### PDN straps and rails

Pins as bars on the die edge. Tap cells in grey.
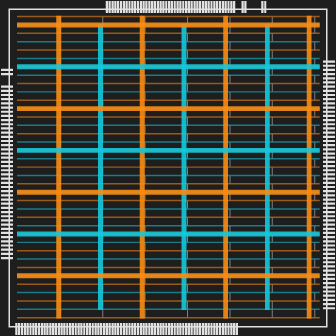
### Cells coloured by class

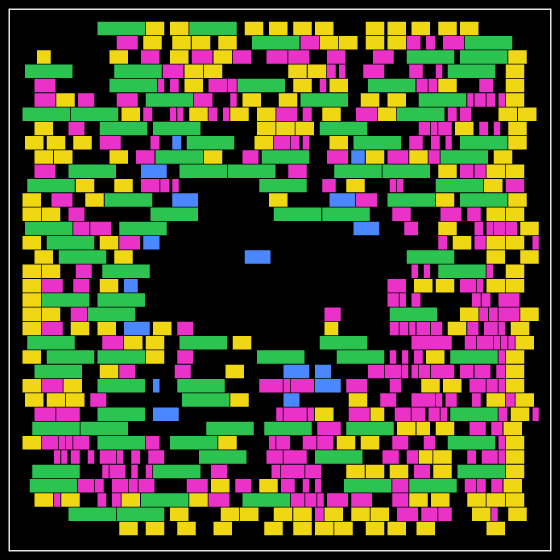
### Clock wires, drivers and flops

Bar = 20 um.
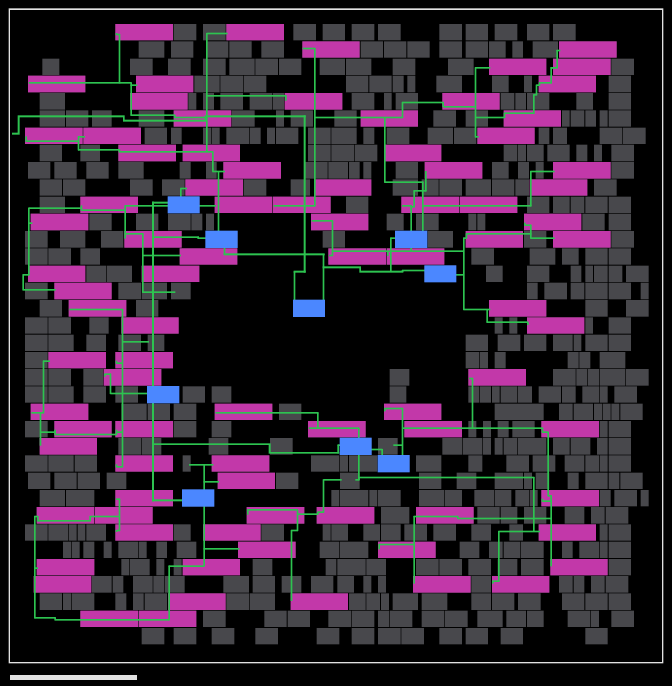
### Signal wires by layer

Bar = 20 um.
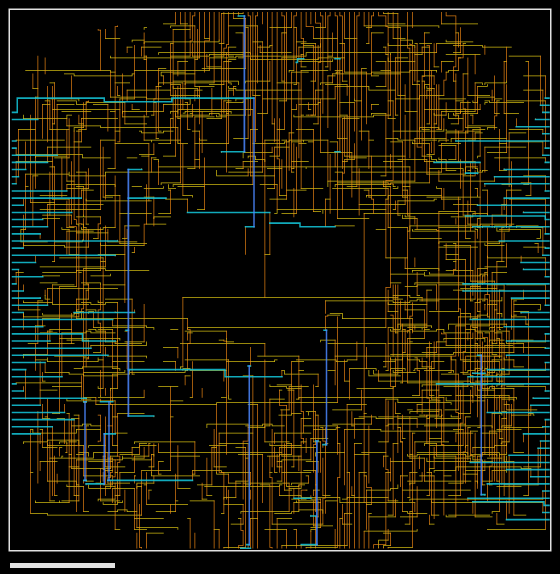
File: src/rtl/mmu_addr_trans.sv
// mmu_addr_trans: address-translation sequencer that sits around a 1-stage TLB lookup.
//
// Accepts a virtual-address request and drives it to the TLB lookup port. One cycle later
// it consumes the TLB search response and resolves the physical address, memory-access type
// (MAT) and exception code. The address is translated by direct-address mode, by a DMW
// window, or by the TLB result, in that order of priority. A TLB write that lands while a
// lookup is in flight makes that lookup stale, so the block replays it.
//
// Ports
//   clk, rst_n             clock (rising edge), asynchronous active-low reset
//   req_valid_i/ready_o    request handshake
//   req_vaddr_i[31:0]      virtual address
//   req_type_i[1:0]        0 fetch, 1 load, 2 store, 3 treated as load
//   lookup_vaddr_o[31:0]   address driven to the TLB lookup (result returns next cycle)
//   tlb_s_resp_i           packed TLB search response, MSB first:
//                            {found, index[IDX_W-1:0], ps[5:0],
//                             ppn[PPN_W-1:0], plv[1:0], mat[1:0], d, v}
//   tlb_update_i           a TLB entry is being written this cycle
//   flush_i                kill all in-flight work
//   csr_da_i, csr_plv_i, csr_datf_i, csr_datm_i   CRMD fields
//   csr_dmw0_i, csr_dmw1_i raw DMW registers: [0] plv0, [3] plv3, [5:4] mat,
//                          [27:25] pseg, [31:29] vseg
//   resp_valid_o/ready_i   response handshake
//   resp_paddr_o, resp_mat_o, resp_ecode_o, resp_tlb_index_o   translation result
//                          ecode: 0 none, 1 TLBR, 2 PIF, 3 PIL, 4 PIS, 5 PPI, 6 PME
//   replay_cnt_o[7:0]      saturating count of replays
//
// PPN_W must be at least 20: the physical address is 32 bits and pages are at least 4 KiB.

module mmu_addr_trans #(
  parameter int unsigned PPN_W         = 20,
  parameter int unsigned TLB_ENTRY_NUM = 32,
  localparam int unsigned IDX_W        = $clog2(TLB_ENTRY_NUM),
  localparam int unsigned RESP_W       = 1 + IDX_W + 6 + PPN_W + 6
) (
  input  logic              clk,
  input  logic              rst_n,

  input  logic              req_valid_i,
  output logic              req_ready_o,
  input  logic [31:0]       req_vaddr_i,
  input  logic [1:0]        req_type_i,

  output logic [31:0]       lookup_vaddr_o,
  input  logic [RESP_W-1:0] tlb_s_resp_i,
  input  logic              tlb_update_i,
  input  logic              flush_i,

  input  logic              csr_da_i,
  input  logic [1:0]        csr_plv_i,
  input  logic [1:0]        csr_datf_i,
  input  logic [1:0]        csr_datm_i,
  input  logic [31:0]       csr_dmw0_i,
  input  logic [31:0]       csr_dmw1_i,

  output logic              resp_valid_o,
  input  logic              resp_ready_i,
  output logic [31:0]       resp_paddr_o,
  output logic [1:0]        resp_mat_o,
  output logic [2:0]        resp_ecode_o,
  output logic [IDX_W-1:0]  resp_tlb_index_o,
  output logic [7:0]        replay_cnt_o
);

  localparam logic [2:0] EcNone = 3'd0;
  localparam logic [2:0] EcTlbr = 3'd1;
  localparam logic [2:0] EcPif  = 3'd2;
  localparam logic [2:0] EcPil  = 3'd3;
  localparam logic [2:0] EcPis  = 3'd4;
  localparam logic [2:0] EcPpi  = 3'd5;
  localparam logic [2:0] EcPme  = 3'd6;

  localparam logic [1:0] TypeFetch = 2'd0;
  localparam logic [1:0] TypeStore = 2'd2;

  typedef enum logic [1:0] {
    StIdle  = 2'd0,
    StIssue = 2'd1,
    StWait  = 2'd2,
    StOut   = 2'd3
  } state_e;

  // ---------------------------------------------------------------------------------------
  // Registers
  // ---------------------------------------------------------------------------------------
  state_e             r_state;
  state_e             w_state_nxt;
  logic [31:0]        r_vaddr;
  logic [1:0]         r_type;
  logic [31:0]        r_paddr;
  logic [1:0]         r_mat;
  logic [2:0]         r_ecode;
  logic [IDX_W-1:0]   r_index;
  logic [7:0]         r_replay_cnt;

  // ---------------------------------------------------------------------------------------
  // TLB response unpack
  // ---------------------------------------------------------------------------------------
  logic               w_tlb_found;
  logic [IDX_W-1:0]   w_tlb_index;
  logic [5:0]         w_tlb_ps;
  logic [PPN_W-1:0]   w_tlb_ppn;
  logic [1:0]         w_tlb_plv;
  logic [1:0]         w_tlb_mat;
  logic               w_tlb_d;
  logic               w_tlb_v;

  assign {w_tlb_found, w_tlb_index, w_tlb_ps, w_tlb_ppn,
          w_tlb_plv, w_tlb_mat, w_tlb_d, w_tlb_v} = tlb_s_resp_i;

  // ---------------------------------------------------------------------------------------
  // Handshake and control
  // ---------------------------------------------------------------------------------------
  logic w_accept;
  logic w_in_flight;
  logic w_replay;
  logic w_capture;

  // A flush cycle never accepts, so a request offered alongside a flush is simply not taken.
  assign req_ready_o  = !flush_i && ((r_state == StIdle) || ((r_state == StOut) && resp_ready_i));
  assign w_accept     = req_valid_i && req_ready_o;
  assign w_in_flight  = (r_state == StIssue) || (r_state == StWait);
  assign w_replay     = w_in_flight && tlb_update_i && !flush_i;
  // A replayed WAIT cycle holds a stale TLB result, so nothing is captured from it.
  assign w_capture    = (r_state == StWait) && !tlb_update_i && !flush_i;

  always_comb begin
    w_state_nxt = r_state;
    unique case (r_state)
      StIdle: begin
        if (w_accept) w_state_nxt = StIssue;
      end
      StIssue: begin
        w_state_nxt = tlb_update_i ? StIssue : StWait;
      end
      StWait: begin
        w_state_nxt = tlb_update_i ? StIssue : StOut;
      end
      StOut: begin
        if (resp_ready_i) w_state_nxt = w_accept ? StIssue : StIdle;
      end
      default: w_state_nxt = StIdle;
    endcase
    if (flush_i) w_state_nxt = StIdle;
  end

  // ---------------------------------------------------------------------------------------
  // Translation (evaluated every cycle, captured only in WAIT)
  // ---------------------------------------------------------------------------------------
  logic        w_is_fetch;
  logic        w_is_store;
  logic        w_dmw0_hit;
  logic        w_dmw1_hit;
  logic [31:0] w_paddr;
  logic [1:0]  w_mat;
  logic [2:0]  w_ecode;
  logic [IDX_W-1:0] w_index;

  assign w_is_fetch = (r_type == TypeFetch);
  assign w_is_store = (r_type == TypeStore);

  // A window is enabled only for PLV0 or PLV3; PLV1/2 never hit a DMW.
  assign w_dmw0_hit = (csr_dmw0_i[31:29] == r_vaddr[31:29]) &&
                      (((csr_plv_i == 2'd0) && csr_dmw0_i[0]) ||
                       ((csr_plv_i == 2'd3) && csr_dmw0_i[3]));
  assign w_dmw1_hit = (csr_dmw1_i[31:29] == r_vaddr[31:29]) &&
                      (((csr_plv_i == 2'd0) && csr_dmw1_i[0]) ||
                       ((csr_plv_i == 2'd3) && csr_dmw1_i[3]));

  always_comb begin
    w_paddr = 32'd0;
    w_mat   = 2'd0;
    w_ecode = EcNone;
    w_index = '0;
    if (csr_da_i) begin
      w_paddr = r_vaddr;
      w_mat   = w_is_fetch ? csr_datf_i : csr_datm_i;
    end else if (w_dmw0_hit) begin
      w_paddr = {csr_dmw0_i[27:25], r_vaddr[28:0]};
      w_mat   = csr_dmw0_i[5:4];
    end else if (w_dmw1_hit) begin
      w_paddr = {csr_dmw1_i[27:25], r_vaddr[28:0]};
      w_mat   = csr_dmw1_i[5:4];
    end else begin
      if (w_tlb_found) w_index = w_tlb_index;
      if (!w_tlb_found) begin
        w_ecode = EcTlbr;
      end else if (!w_tlb_v) begin
        w_ecode = w_is_fetch ? EcPif : (w_is_store ? EcPis : EcPil);
      end else if (csr_plv_i > w_tlb_plv) begin
        w_ecode = EcPpi;
      end else if (w_is_store && !w_tlb_d) begin
        w_ecode = EcPme;
      end else begin
        w_mat = w_tlb_mat;
        // Any page size other than 4 MiB is resolved as a 4 KiB page.
        if (w_tlb_ps == 6'd22) begin
          w_paddr = {w_tlb_ppn[19:10], r_vaddr[21:0]};
        end else begin
          w_paddr = {w_tlb_ppn[19:0], r_vaddr[11:0]};
        end
      end
    end
  end

  // DMW fields that the translation does not use.
  logic w_unused;
  assign w_unused = ^{csr_dmw0_i[28], csr_dmw0_i[24:6], csr_dmw0_i[2:1],
                      csr_dmw1_i[28], csr_dmw1_i[24:6], csr_dmw1_i[2:1]};

  // ---------------------------------------------------------------------------------------
  // State
  // ---------------------------------------------------------------------------------------
  always_ff @(posedge clk or negedge rst_n) begin
    if (!rst_n) begin
      r_state      <= StIdle;
      r_vaddr      <= 32'd0;
      r_type       <= 2'd0;
      r_paddr      <= 32'd0;
      r_mat        <= 2'd0;
      r_ecode      <= EcNone;
      r_index      <= '0;
      r_replay_cnt <= 8'd0;
    end else begin
      r_state <= w_state_nxt;
      if (w_accept) begin
        r_vaddr <= req_vaddr_i;
        r_type  <= req_type_i;
      end
      if (w_capture) begin
        r_paddr <= w_paddr;
        r_mat   <= w_mat;
        r_ecode <= w_ecode;
        r_index <= w_index;
      end
      if (w_replay && (r_replay_cnt != 8'hFF)) begin
        r_replay_cnt <= r_replay_cnt + 8'd1;
      end
    end
  end

  assign lookup_vaddr_o   = r_vaddr;
  assign resp_valid_o     = (r_state == StOut);
  assign resp_paddr_o     = r_paddr;
  assign resp_mat_o       = r_mat;
  assign resp_ecode_o     = r_ecode;
  assign resp_tlb_index_o = r_index;
  assign replay_cnt_o     = r_replay_cnt;

endmodule

File: config.mk
export PLATFORM = sky130hd
export DESIGN_NAME = mmu_addr_trans
export DESIGN_NICKNAME = d
export VERILOG_FILES = /design/src/rtl/mmu_addr_trans.sv
export SDC_FILE = /design/constraint.sdc
export NUM_CORES = 1
export LEC_CHECK = 0
export CORE_MARGIN = 2
export CORE_UTILIZATION = 41
export CTS_CLUSTER_SIZE = 20
export DETAILED_ROUTE_END_ITERATION = 8
export PLACE_DENSITY = 0.9
export SYNTH_ARGS = -nofsm -noshare
export SYNTH_HDL_FRONTEND = slang
export SYNTH_SLANG_ARGS = --single-unit
File: constraint.sdc
create_clock -name clk -period 4.6 [get_ports clk]
set_input_delay 0.92 -clock clk [delete_from_list [all_inputs] [get_ports clk]]
set_output_delay 0.92 -clock clk [all_outputs]
set_load 0.01 [all_outputs]
==> impl_metrics.ini <==
; yosys + openroad results
[outcome]
status = completed

[yosys]
ys_cells = 348
synth-area-yosys_sq_mm = 0.00400
simple_gate_share = 0.120
fa_ha_area_frac = 0.0250
top_cell = dfrtp_1
yosys_warnings = 0
yosys.area_share.aoi = 0.125
synthFlopType = dfrtp_1
synth-edff-count = 0
syn_area_sq_mm = 0.00400
common_cells = dfrtp_1, mux2_2, nand2_1
xor_area_frac = 0.0285
synthArstFlopShare = 1.00
synth_cell_type_count = 44
syn_area_per_cell_sq_um = 11.5

[pwr]
combPwrFrac = 0.320
power.total_w = 0.00218
p_per_area_mw_per_mm2 = 354
p_comb_w = 0.000697
ir_worst_vdd_v = 0.000264
maxPowerGroup = sequential cells
p_seq_frac = 0.459
netSwitchingFraction = 0.302
leakage_nw = 2.65
pg_clk_w = 0.000482

[clock_network]
cts_tree = built
cts.repair.resized = 0
clk_latency_ns = 0.35
cts_buffers = 9
clock_sinks = 86
cts-root-buf = clkbuf_8
cts.htree.levels = 3
clk_pin_slew_ns = 0.09

[worst_setup_path]
cp.required_ns = 3.68
worstRegToRegCells = 6
cp-startpoint = flush_i
crit_end = req_ready_o
cp_top_family = buffers and inverters
cp-start-kind = input pin
cp_num_cells = 3
cp_slowest_stage_delay_ns = 0.55
crit-reg2reg-launch = lookup_vaddr_o[29]
arrival_ns = 2.17
critPathKind = input pin to primary output
r2r_end = resp_paddr_o[4]
worst-path-buf-inv = 2

[layout]
final_cell_mix = clkdlybuf4s50_1, dfrtp_1, mux2_2, nand2_1, a22o_1
fin_cells = 669
clkCellAreaFrac = 0.0283
flops = 86
drive_gt1_frac = 0.114
seq_share = 0.350
layout_top_cell = clkdlybuf4s50_1
dominant-cell-class = registers
utilization = 0.638
fin_area_sq_mm = 0.00615
seq_area_sq_mm = 0.00215

[placed_design]
dp_hpwl_mm = 8.38
post-place-ws_ns = 1.22
place.gp.congestion = 0.750

[run]
log.warning_count = 74
max-cap-violations = 0

[sta]
rsz0062_at_grt = false
setup_slack_ns = 1.51
hold-worst-slack_ns = 0.490
worst_pin_slew_ns = 1.09
slew_viol_final = 0
min_period_over_period = 0.671

[floorplanning]
die_x_um = 103
die-area_sq_mm = 0.0106
rows = 36
io_pins = 233

[route]
via_count = 3514
drtAntennaViolNets = 0
routed_via_density = 5.25
drc_errors = 0
wl_per_cell_um = 17.1
met1_length_mm = 4.60

[global_routing]
grt_util_met2 = 0.377
grt_max_degree = 87
grt_use_met3 = 0.0631
antenna_found_initial = 0
track_usage = 0.215

[worst_hold_path]
holdPathStages = 2
min_to = resp_ecode_o[0]
Notes on 'PDN straps and rails' above:
Cyan shows VDD. Orange shows VSS.
7 straps on met5. 37 met1 rails follow the rows.

Notes on 'Cells coloured by class' above:
Magenta shows remaining logic cells, cells 242. Blue shows clock drivers and dummy loads, cells 16. Yellow shows remaining buffers and delay cells, cells 192. Green shows registers, cells 86.

Notes on 'Clock wires, drivers and flops' above:
Green shows clock wires, length 1110 um. Blue shows clock-net drivers, count 9. Magenta shows flip-flops, count 86.
There are 10 routed clock nets.

Notes on 'Signal wires by layer' above:
Orange shows M2, wire length 5710 um. Yellow shows M1, wire length 4600 um. Cyan shows M3, wire length 905 um. Blue shows M4, wire length 239 um.

